<file path="src/rtl/spi_flash_arbiter.sv">
// -----------------------------------------------------------------------------
// spi_flash_arbiter
//   Shares one SPI flash between the page loader (LDR, high priority) and an
//   auxiliary master (AUX, background). Whole nCS frames are granted; a fixed
//   guard time with idle pads separates any two owners, and a hold watchdog
//   reclaims the flash from a master that never lets go. Only drive-side pad
//   signals pass through here; flash input data fans out to both masters
//   outside this block.
//
// Ports
//   MCLK, nRESET                 clock (rising edge), async active-low reset
//   nREQ_LDR / nREQ_AUX          ownership requests, low = request
//   LDR_* / AUX_*                each master's nCS, CLK, IO0_DO, IO0_OE
//   nGNT_LDR / nGNT_AUX          ownership grants, low = owns the flash
//   AUXBLOCK                     high = no new AUX grants (existing one kept)
//   nROMCS, ROMCLK,
//   ROMIO0_DO, ROMIO0_OE         flash pad drive signals
//   TIMEOUT                      one-cycle pulse when the watchdog revokes a grant
//
// Parameters
//   GUARD_CYCLES  cycles of idle pads between grants (>= 1)
//   HOLD_W        watchdog width; a grant is revoked when the count hits all-ones
//   AUX_STARVE    AUX wait cycles after which AUX wins one contested arbitration
// -----------------------------------------------------------------------------
// state      | meaning
// -----------+------------------------------------------------------------------
// S_IDLE     | no owner, pads idle, arbitrate eligible requests
// S_GNT_LDR  | LDR owns the flash, pads follow LDR
// S_GNT_AUX  | AUX owns the flash, pads follow AUX
// S_GUARD    | post-release guard, pads idle, no grant for GUARD_CYCLES cycles
// -----------------------------------------------------------------------------
module spi_flash_arbiter #(
  parameter int GUARD_CYCLES = 4,
  parameter int HOLD_W       = 20,
  parameter int AUX_STARVE   = 4096
) (
  input  logic MCLK,
  input  logic nRESET,

  input  logic nREQ_LDR,
  input  logic LDR_nCS,
  input  logic LDR_CLK,
  input  logic LDR_IO0_DO,
  input  logic LDR_IO0_OE,
  output logic nGNT_LDR,

  input  logic nREQ_AUX,
  input  logic AUX_nCS,
  input  logic AUX_CLK,
  input  logic AUX_IO0_DO,
  input  logic AUX_IO0_OE,
  output logic nGNT_AUX,

  input  logic AUXBLOCK,

  output logic nROMCS,
  output logic ROMCLK,
  output logic ROMIO0_DO,
  output logic ROMIO0_OE,
  output logic TIMEOUT
);

  localparam int GW = (GUARD_CYCLES > 1) ? $clog2(GUARD_CYCLES) : 1;
  localparam int SW = $clog2(AUX_STARVE + 1);

  localparam logic [GW-1:0]     GUARD_LOAD = GW'(GUARD_CYCLES - 1);
  localparam logic [SW-1:0]     STARVE_LIM = SW'(AUX_STARVE);
  // Last count before all-ones: the revoke happens on the edge that reaches all-ones.
  localparam logic [HOLD_W-1:0] HOLD_LAST  = {{(HOLD_W-1){1'b1}}, 1'b0};

  typedef enum logic [1:0] {
    S_IDLE    = 2'd0,
    S_GNT_LDR = 2'd1,
    S_GNT_AUX = 2'd2,
    S_GUARD   = 2'd3
  } state_t;

  state_t              state;
  logic                sel_ldr;
  logic                sel_aux;
  logic [GW-1:0]       guard_cnt;
  logic [HOLD_W-1:0]   hold_cnt;
  logic [SW-1:0]       starve_cnt;
  logic                rearm_ldr;
  logic                rearm_aux;

  logic ldr_elig;
  logic aux_elig;
  logic aux_starved;
  logic pick_ldr;
  logic pick_aux;

  assign ldr_elig    = !nREQ_LDR && rearm_ldr;
  assign aux_elig    = !nREQ_AUX && rearm_aux && !AUXBLOCK;
  assign aux_starved = (starve_cnt >= STARVE_LIM);
  assign pick_aux    = aux_elig && (!ldr_elig || aux_starved);
  assign pick_ldr    = ldr_elig && !pick_aux;

  // Pad mux: the select is registered, so an async reset idles the pads at once
  // and a master's nCS left low after release never reaches the pad.
  always_comb begin
    nROMCS    = 1'b1;
    ROMCLK    = 1'b0;
    ROMIO0_DO = 1'b0;
    ROMIO0_OE = 1'b0;
    if (sel_ldr) begin
      nROMCS    = LDR_nCS;
      ROMCLK    = LDR_CLK;
      ROMIO0_DO = LDR_IO0_DO;
      ROMIO0_OE = LDR_IO0_OE;
    end else if (sel_aux) begin
      nROMCS    = AUX_nCS;
      ROMCLK    = AUX_CLK;
      ROMIO0_DO = AUX_IO0_DO;
      ROMIO0_OE = AUX_IO0_OE;
    end
  end

  always_ff @(posedge MCLK or negedge nRESET) begin
    if (!nRESET) begin
      state      <= S_IDLE;
      sel_ldr    <= 1'b0;
      sel_aux    <= 1'b0;
      nGNT_LDR   <= 1'b1;
      nGNT_AUX   <= 1'b1;
      TIMEOUT    <= 1'b0;
      guard_cnt  <= '0;
      hold_cnt   <= '0;
      starve_cnt <= '0;
      rearm_ldr  <= 1'b1;
      rearm_aux  <= 1'b1;
    end else begin
      TIMEOUT <= 1'b0;

      // A master that timed out must show a released request before it can win again.
      if (nREQ_LDR) rearm_ldr <= 1'b1;
      if (nREQ_AUX) rearm_aux <= 1'b1;

      if (state == S_IDLE && pick_aux) begin
        starve_cnt <= '0;
      end else if (!nREQ_AUX && state != S_GNT_AUX && starve_cnt < STARVE_LIM) begin
        starve_cnt <= starve_cnt + 1'b1;
      end

      case (state)
        S_IDLE: begin
          if (pick_ldr) begin
            state    <= S_GNT_LDR;
            sel_ldr  <= 1'b1;
            nGNT_LDR <= 1'b0;
            hold_cnt <= '0;
          end else if (pick_aux) begin
            state    <= S_GNT_AUX;
            sel_aux  <= 1'b1;
            nGNT_AUX <= 1'b0;
            hold_cnt <= '0;
          end
        end

        S_GNT_LDR: begin
          if (nREQ_LDR || hold_cnt == HOLD_LAST) begin
            state     <= S_GUARD;
            sel_ldr   <= 1'b0;
            nGNT_LDR  <= 1'b1;
            guard_cnt <= GUARD_LOAD;
            if (!nREQ_LDR) begin
              TIMEOUT   <= 1'b1;
              rearm_ldr <= 1'b0;
              hold_cnt  <= hold_cnt + 1'b1;
            end
          end else begin
            hold_cnt <= hold_cnt + 1'b1;
          end
        end

        S_GNT_AUX: begin
          if (nREQ_AUX || hold_cnt == HOLD_LAST) begin
            state     <= S_GUARD;
            sel_aux   <= 1'b0;
            nGNT_AUX  <= 1'b1;
            guard_cnt <= GUARD_LOAD;
            if (!nREQ_AUX) begin
              TIMEOUT   <= 1'b1;
              rearm_aux <= 1'b0;
              hold_cnt  <= hold_cnt + 1'b1;
            end
          end else begin
            hold_cnt <= hold_cnt + 1'b1;
          end
        end

        S_GUARD: begin
          if (guard_cnt == '0) begin
            state <= S_IDLE;
          end else begin
            guard_cnt <= guard_cnt - 1'b1;
          end
        end

        default: begin
          state    <= S_IDLE;
          sel_ldr  <= 1'b0;
          sel_aux  <= 1'b0;
          nGNT_LDR <= 1'b1;
          nGNT_AUX <= 1'b1;
        end
      endcase
    end
  end

endmodule

</file>
<file path="config.mk">
export PLATFORM = sky130hd
export DESIGN_NAME = spi_flash_arbiter
export DESIGN_NICKNAME = d
export VERILOG_FILES = /design/src/rtl/spi_flash_arbiter.sv
export SDC_FILE = /design/constraint.sdc
export NUM_CORES = 1
export LEC_CHECK = 0
export CAP_MARGIN = 20
export CORE_UTILIZATION = 58
export DETAILED_ROUTE_END_ITERATION = 10
export GPL_TIMING_DRIVEN = 0
export PLACE_DENSITY_LB_ADDON = 0.1
export SLEW_MARGIN = 20
export SYNTH_ARGS = -nofsm -noshare
export SYNTH_HDL_FRONTEND = slang
export SYNTH_SLANG_ARGS = --single-unit
</file>
<file path="constraint.sdc">
create_clock -name MCLK -period 2.59 [get_ports MCLK]
set_input_delay 0.259 -clock MCLK [delete_from_list [all_inputs] [get_ports MCLK]]
set_output_delay 0.259 -clock MCLK [all_outputs]
set_load 0.05 [all_outputs]
</file>
==> deck_impl_summary.md, run 1 <==
Synthesis and Place & Route Summary

Route
  • WL/cell: 16.11 um
  • Drt first-iter violations: ~160

Finish
  • Comb area share: between 40% and 50%
  • Dominant kind of cell: multi-input combinational cells
  • Dominant logic cell types in the final layout: dfrtp_1, nor2_1, nand2_1, o21ai_0, clkdlybuf4s50_1
  • Multi-input combinational cell area: around 0.0014 mm^2
  • Buffer share of cell area: 8.288%
  • Finished Core Util: ~69%
  • Share of layout cells above drive strength 1: roughly 9.2%
  • Number of diodes: 0
  • Bufs w/o clock: 31
  • # clk buffers: 7
  • Registers: ~44
  • Comb gates: 211

Synth
  • Mux area share: under 10%
  • Area share of the largest cell type after synthesis: a little under two fifths
  • Simple share: 22.86%
  • Yosys Instances: between 200 and 300
  • Yosys reg bits: approximately 44
  • Syn avg cell area: 9.418 um^2

Pwr
  • P_sw: around 0.0013 W
  • P_int: 0.001618 W
  • Leak: 1.287 nW
  • Combinational share of power: 49.2%

Global route
  • GRT overflow: 0

Floorplanning
  • Die Height: between 60 and 70 um
  • Std-Cell Core Area: ~0.0044 mm^2
  • Die W: about 69 um

Place
  • HPWL after DPL: roughly 4000 um
  • Post-placement setup slack: 0.1202 ns
  • Placed Cells: 350

Timing
  • Pins Over Slew Limit: 0
  • Pin slew with the least headroom to its limit: ~0.57 ns
  • Final Hold Fails: 0
  • Clk_skew: 0.006677 ns
  • Total negative slack: 0 ns
  • Final setup margin: roughly 0.22 ns
  • RSZ-0062 raised after global routing: false

Worst hold path
  • Hold path endpoint: rearm_aux
  • Hold WC Path Type: primary input to register

Worst setup path
  • Crit Path Class: register to register
  • CP max FO: 10
  • Crit path DRT: around 2.8 ns
  • Crit path DAT: about 2.5 ns

Run status
  • Status: complete, no violations

Clock network
  • CTS tree: yes
  • TritonCTS Buffers: 5
  • Setup Fix Bufs, Post-CTS: 0
## run 1: critical path, cell delays in order (launching register included)
cell and delay (ns):
dfrtp_1 0.42, inv_1 0.14, ha_1 0.33, inv_1 0.20
o311ai_4 0.54, clkbuf_1 0.44, o21ai_0 0.16
## run 1: stage by stage
| stage | hold slack [ns] | cell area, um^2 | power [W] |
|---|---|---|---|
| final | 0.2863 | 3004 | 0.002884 |
| after global routing | 0.2883 | 3004 | 0.003073 |
| after global placement | 0.4895 | 2873 | 0.002344 |
| after detailed placement | 0.1672 | 2888 | 0.002384 |
| after CTS | 0.2852 | 2994 | 0.002858 |
| after floorplan | -0.03659 | 2628 | 0.002001 |
## run 1: layer usage
layer,wire length [um],GRT usage [%],part of all wire (%)
met3,263,5.669,4.6
met2,2823,41.86,49
met5,0,0,0
met4,100,13.15,1.7
met1,2580,31.61,45
## run 1: power by group through the flow
stage                     registers, W  clock network [W]  logic [W]
after CTS                     0.000991           0.000477    0.00139
after detailed placement       0.00100                  0    0.00138
after global routing           0.00102           0.000502    0.00155
final                         0.000993           0.000472    0.00142
after global placement        0.000996                  0    0.00135
after floorplan                0.00101                  0   0.000987
## run 1: how the worst max path moves through the flow
stage               cells after the start           end      from  slack [ns]
finish                                  6   hold_cnt[2]  state[0]        0.22
global route                            7  hold_cnt[13]  state[0]       0.006
CTS                                     6   hold_cnt[2]  state[0]         0.1
detailed placement                      6   hold_cnt[2]  state[0]        0.12
global placement                        1  hold_cnt[11]    nRESET         0.1
floorplan                               7  hold_cnt[17]  state[0]        0.58
## run 1: flip-flops by register name, summed over array words and instances (netlist names)
name and count:
sel_ldr 1, state 2, guard_cnt 2, nGNT_AUX 1, rearm_aux 1, sel_aux 1, starve_cnt 13, TIMEOUT 1
nGNT_LDR 1, rearm_ldr 1, hold_cnt 20
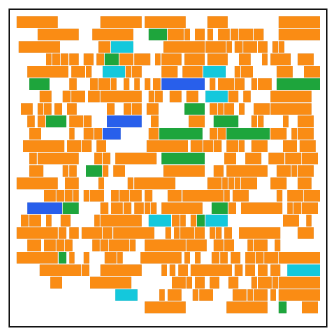
(run_1/sizing.png)
- orange: x1 and smaller (cells 278; share 91%; most used dfrtp_1)
- cyan: x6 and larger (cells 8; share 2.6%; most used clkbuf_8)
- blue: x3 and x4 (cells 4; share 1.3%)
- green: x2 (cells 16; share 5.2%; most used dfstp_2)

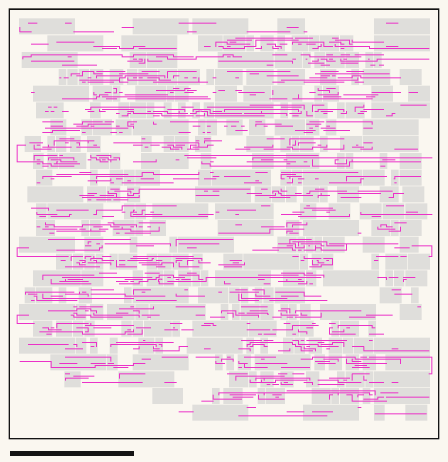
(run_1/m1.png)
Scale bar: 20 um.
- share of all routed wire: 45%
- longest straight run: 29.0 um
- wire length on this layer: 2580 um
- nets with wire on the layer: 288
- main direction: horizontal
WL final: 5768 um
M1 GR Usage: 31.61%
via count: 2239

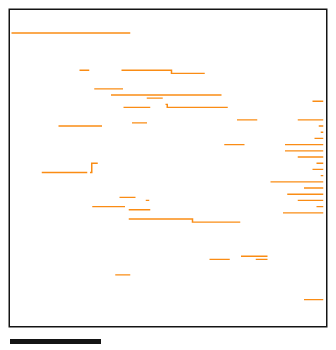
(run_1/m3.png)
Scale bar: 20 um.
- longest straight run: 25.8 um
- share of all routed wire: 4.6%

## Run 2: what changed since run 1
Settings changed: CTS_BUF_LIST set to sky130_fd_sc_hd__clkbuf_16, MAX_ROUTING_LAYER set to met4, TNS_END_PERCENT set to 5.
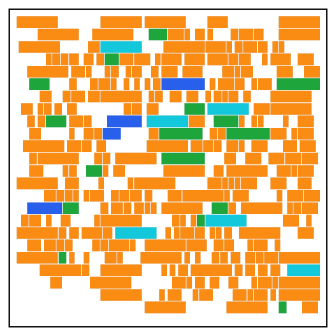
(run_2/sizing.png)
- blue: x3 and x4 (cells 4; share 1.3%)
- green: x2 (cells 16; share 5.2%; most used dfstp_2)
- orange: x1 and smaller (cells 280; share 92%; most used dfrtp_1)
- cyan: x6 and larger (cells 6; share 2.0%; most used clkbuf_16)

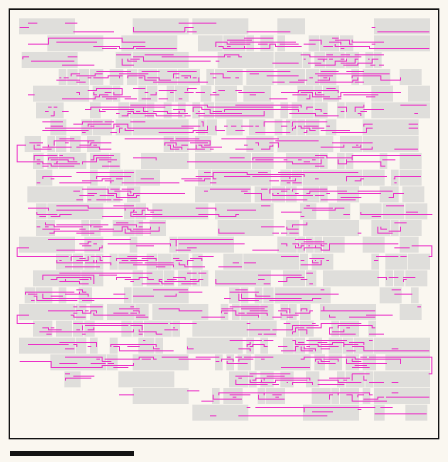
(run_2/m1.png)
Scale bar: 20 um.
- nets with wire on the layer: 287
- wire length on this layer: 2500 um
- main direction: horizontal
- share of all routed wire: 43%
- longest straight run: 24.4 um
via count: 2243
WL final: 5799 um
M1 GR Usage: 31.74%

==> run 2 against run 1 <==
Synthesized cell count stayed put. Sequential share of layout area down 0.44 points. Synthesized area unchanged. Hold slack better by 0.027 ns. Via count increased by 0.18%. Critical endpoint unchanged. Largest cell class unchanged.
==> deck_impl_summary.md, run 2 <==
Synthesis and Place & Route Summary

Worst setup path
  • Crit-path leading delay family: buffers and inverters
  • CP max stage cell: o311ai_4
  • CP max FO: 10

Route
  • Highest metal layer with signal wires: met4
  • Met2 Routed Length: around 2900 um
  • Drt first-iter violations: 160

Global route
  • Met2 Use GR: 43.47%
  • Grt peak-use layer: met2

Finish
  • Flip-flop count of the largest register after layout: 20
  • Share of layout cells above drive strength 1: under 10%
  • Largest registers: hold_cnt x20, starve_cnt x13

Pwr
  • Leak: approximately 1.3 nW

Timing
  • Final Hold Fails: 0
  • RSZ-0062 raised after global routing: false

Run status
  • Status: complete, no violations

Worst hold path
  • Hold WC Path Type: primary input to register

Floorplanning
  • Die Height: around 69 um

Synth
  • Yosys Instances: between 200 and 300
  • Area share of the largest cell type after synthesis: about two fifths
  • Syn avg cell area: 9.418 um^2
  • Yosys reg bits: between 40 and 50

Clock network
  • Setup Fix Bufs, Post-CTS: 0
  • CTS tree: yes
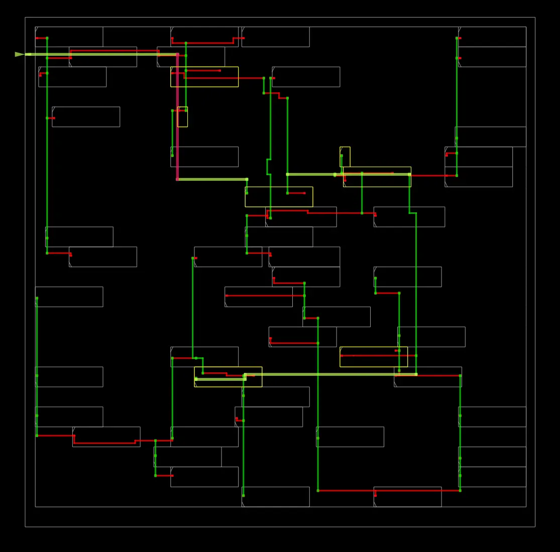
(run_2/clock_nets.png)
TritonCTS Buffers: 5
CTS sink cnt: 44
# clk buffers: 5
clock-net power: 0.000589 W
clk_skew: 0.005898 ns

run 2: cell families (layout without fill, tap and decap cells):
kind of cell	after synthesis	after routing	synth area share, %
buffers and inverters	24	51	3.524
DFF	44	44	42.10
and+or+nand+nor	109	109	22.86
adders and majority gates	10	10	4.762
xor gates and xnor gates	10	10	3.333
AOI/OAI and AO/OA	75	75	20.71
muxes	7	7	2.714
run 2: path summary, 6_finish.rpt:
kind	to	slack, ns	depth (start not counted)
worst min register to register	nGNT_AUX	0.51	2
worst min-delay path	rearm_aux	0.31	2
max in group asynchronous	rearm_ldr	1.66	3
worst max-delay path	hold_cnt[2]	0.21	6
worst max register to register	hold_cnt[2]	0.21	6
min in group asynchronous	starve_cnt[7]	0.39	2
run 2: repair_timing:
| item | CTS | global route |
|---|---|---|
| hold endpoints to repair | 10 | 0 |
| hold buffers | 1 | 0 |
| endpoints found under the setup margin | 0 | 10 |
| resized | 0 | 1 |
run 2: layout make-up:
cell class,instances,area [um^2]
Buffer,11,43.79
Clock buffer,5,125.1
Clock inverter,2,7.507
Fill cell,345,1314
Inverter,13,48.80
Multi-Input combinational cell,211,1439
Sequential cell,44,1106
Tap cell,52,65.06
Timing Repair Buffer,20,205.2
run 2: metrics by stage:
| stage | hold slack [ns] | cell area (um^2) | setup slack, ns | instances | power [W] |
|---|---|---|---|---|---|
| 2_1_floorplan | -0.03659 | 2628 | 0.5828 | 279 | 0.002001 |
| 3_3_place_gp | 0.4895 | 2873 | 0.09727 | 349 | 0.002344 |
| 3_5_place_dp | 0.1672 | 2888 | 0.1202 | 350 | 0.002384 |
| 4_1_cts | 0.3155 | 3030 | 0.08347 | 358 | 0.002982 |
| 5_1_grt | 0.3214 | 3040 | 0.02015 | 358 | 0.003209 |
| 6_report | 0.3135 | 3040 | 0.2069 | 358 | 0.003011 |
## Run 3: what changed since run 2
Settings changed: CAP_MARGIN 20 to not set.
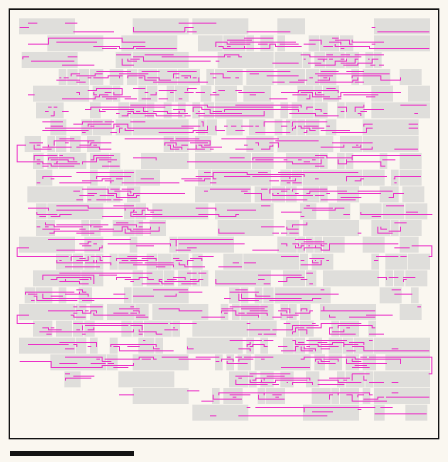
(run_3/m1.png)
Scale bar: 20 um.
- longest straight run: 24.4 um
- main direction: horizontal
- share of all routed wire: 43%
- nets with wire on the layer: 287

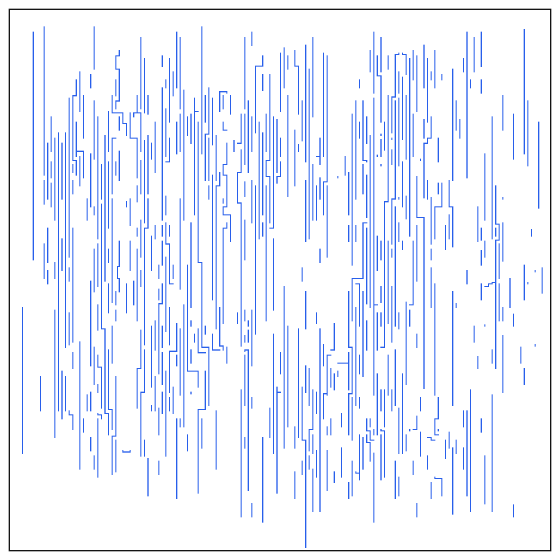
(run_3/m2.png)
- wire length on this layer: 2910 um
- main direction: vertical

==> run 3 against run 2 <==
Non-clock buffer count is the same. Power unchanged. Global-route usage is the same. Sequential share of layout area unchanged. Largest cell class unchanged. Largest power group unchanged. Highest routed layer unchanged.
==> deck_impl_summary.md, run 3 <==
Synthesis and Place & Route Summary

Synth
  • Mux area share: between 2 and 3%
  • Area fraction in full adders, half adders and majority gates: under 10%
  • Yosys reg bits: approximately 44
  • Syn avg cell area: roughly 9.4 um^2
  • Synth Area in Compound Gates: around a fifth
  • Yosys xor share: 3.333%
  • Area share of the largest cell type after synthesis: 38.10%

Floorplanning
  • Die Height: a little under 70 um
  • Std-Cell Core Area: around 0.0044 mm^2

Clock network
  • CTS tree: yes
  • TritonCTS Buffers: 5
  • Setup Fix Bufs, Post-CTS: 0
  • CTS resizes: 0

Timing
  • Final Hold Fails: 0
  • Pins Over Slew Limit: 0
  • WHS: 0.3135 ns
  • Final setup margin: a little over 0.2 ns
  • Pin slew with the least headroom to its limit: just under 0.6 ns
  • Clk_skew: about 0.006 ns

Pwr
  • P_sw: between 0.001 and 0.0015 W
  • Combinational share of power: a little under half
  • Logic power comb: roughly 0.0014 W

Worst hold path
  • Hold WC Path Type: primary input to register
  • Hold path endpoint: rearm_aux

Finish
  • Fill cells: ~350
  • Share of layout cells above drive strength 1: around 8.5%
  • Biggest register: hold_cnt
  • Flip-flop count of the largest register after layout: 20
  • Number of diodes: 0
  • Dominant logic cell types in the final layout: dfrtp_1, nor2_1, nand2_1, o21ai_0, clkdlybuf4s50_1

Route
  • Highest metal layer with signal wires: met4
  • Via count: ~2200
  • Drt first-iter violations: about 160
  • Metal3 WL: ~350 um
  • WL final: 5799 um
  • Metal1 wirelength: between 2000 and 3000 um

Global route
  • Met3 Resource Use GR: under 10%
  • M1 GR Usage: between 30% and 40%

Worst setup path
  • CP max FO: 10
  • R2R setup slack: 0.21 ns
  • Crit Path Class: register to register
  • Crit path DRT: between 2 and 3 ns

Place
  • HPWL after DPL: between 4000 and 5000 um
  • Post-placement setup slack: 0.1202 ns

Run status
  • Status: complete, no violations
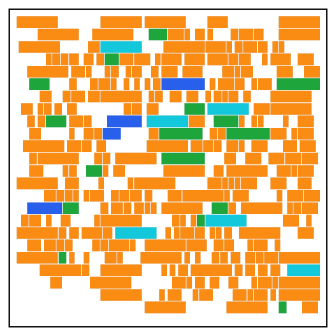
(run_3/sizing.png)
- cyan: x6 and larger (cells 6; share 2.0%; most used clkbuf_16)
- blue: x3 and x4 (cells 4; share 1.3%)
- orange: x1 and smaller (cells 280; share 92%; most used dfrtp_1)
- green: x2 (cells 16; share 5.2%; most used dfstp_2)
Syn-to-layout area delta: 15.71%
Finished Cell Area: 0.003040 mm^2

-- run 3: cell counts after synthesis --
No cell type changed its count.
-- run 3: final cells by class --
cell class / count / area (um^2) / share of cell area, %
Buffer: 11 / 43.79 / 1.440
Inverter: 13 / 48.80 / 1.605
Tap cell: 52 / 65.06 / 2.140
Clock inverter: 2 / 7.507 / 0.2469
Multi-Input combinational cell: 211 / 1439 / 47.33
Sequential cell: 44 / 1106 / 36.38
Timing Repair Buffer: 20 / 205.2 / 6.749
Clock buffer: 5 / 125.1 / 4.115
-- run 3: logic make-up (layout without fill, tap and decap cells) --
family	Yosys count	in the layout
simple gates	109	109
buf+inv	24	51
xor+xnor	10	10
fa+ha+maj	10	10
mux	7	7
flops	44	44
compound gates	75	75
-- run 3: worst max path at each step --
stage	startpoint	end	slack, ns	depth (start not counted)
6_report	state[0]	hold_cnt[2]	0.21	6
5_1_grt	state[0]	hold_cnt[2]	0.02	6
4_1_cts	state[0]	hold_cnt[2]	0.08	6
3_5_place_dp	state[0]	hold_cnt[2]	0.12	6
3_3_place_gp	nRESET	hold_cnt[11]	0.1	1
2_1_floorplan	state[0]	hold_cnt[17]	0.58	7
-- run 3: through the flow --
| stage | util [%] | std cells | area [um^2] |
|---|---|---|---|
| after floorplan | - | 279 | 2628 |
| after global placement | 65.98 | 349 | 2873 |
| after detailed placement | 66.32 | 350 | 2888 |
| after CTS | 69.60 | 358 | 3030 |
| after global routing | 69.83 | 358 | 3040 |
| final | 69.83 | 358 | 3040 |
-- run 3: critical path, cell delays in order, from the launching register on --
cell	delay, ns
dfrtp_1	0.41
inv_1	0.14
ha_1	0.32
inv_1	0.19
o311ai_4	0.55
clkbuf_1	0.45
o21ai_0	0.17
Power is estimated from default activity; no workload was simulated.
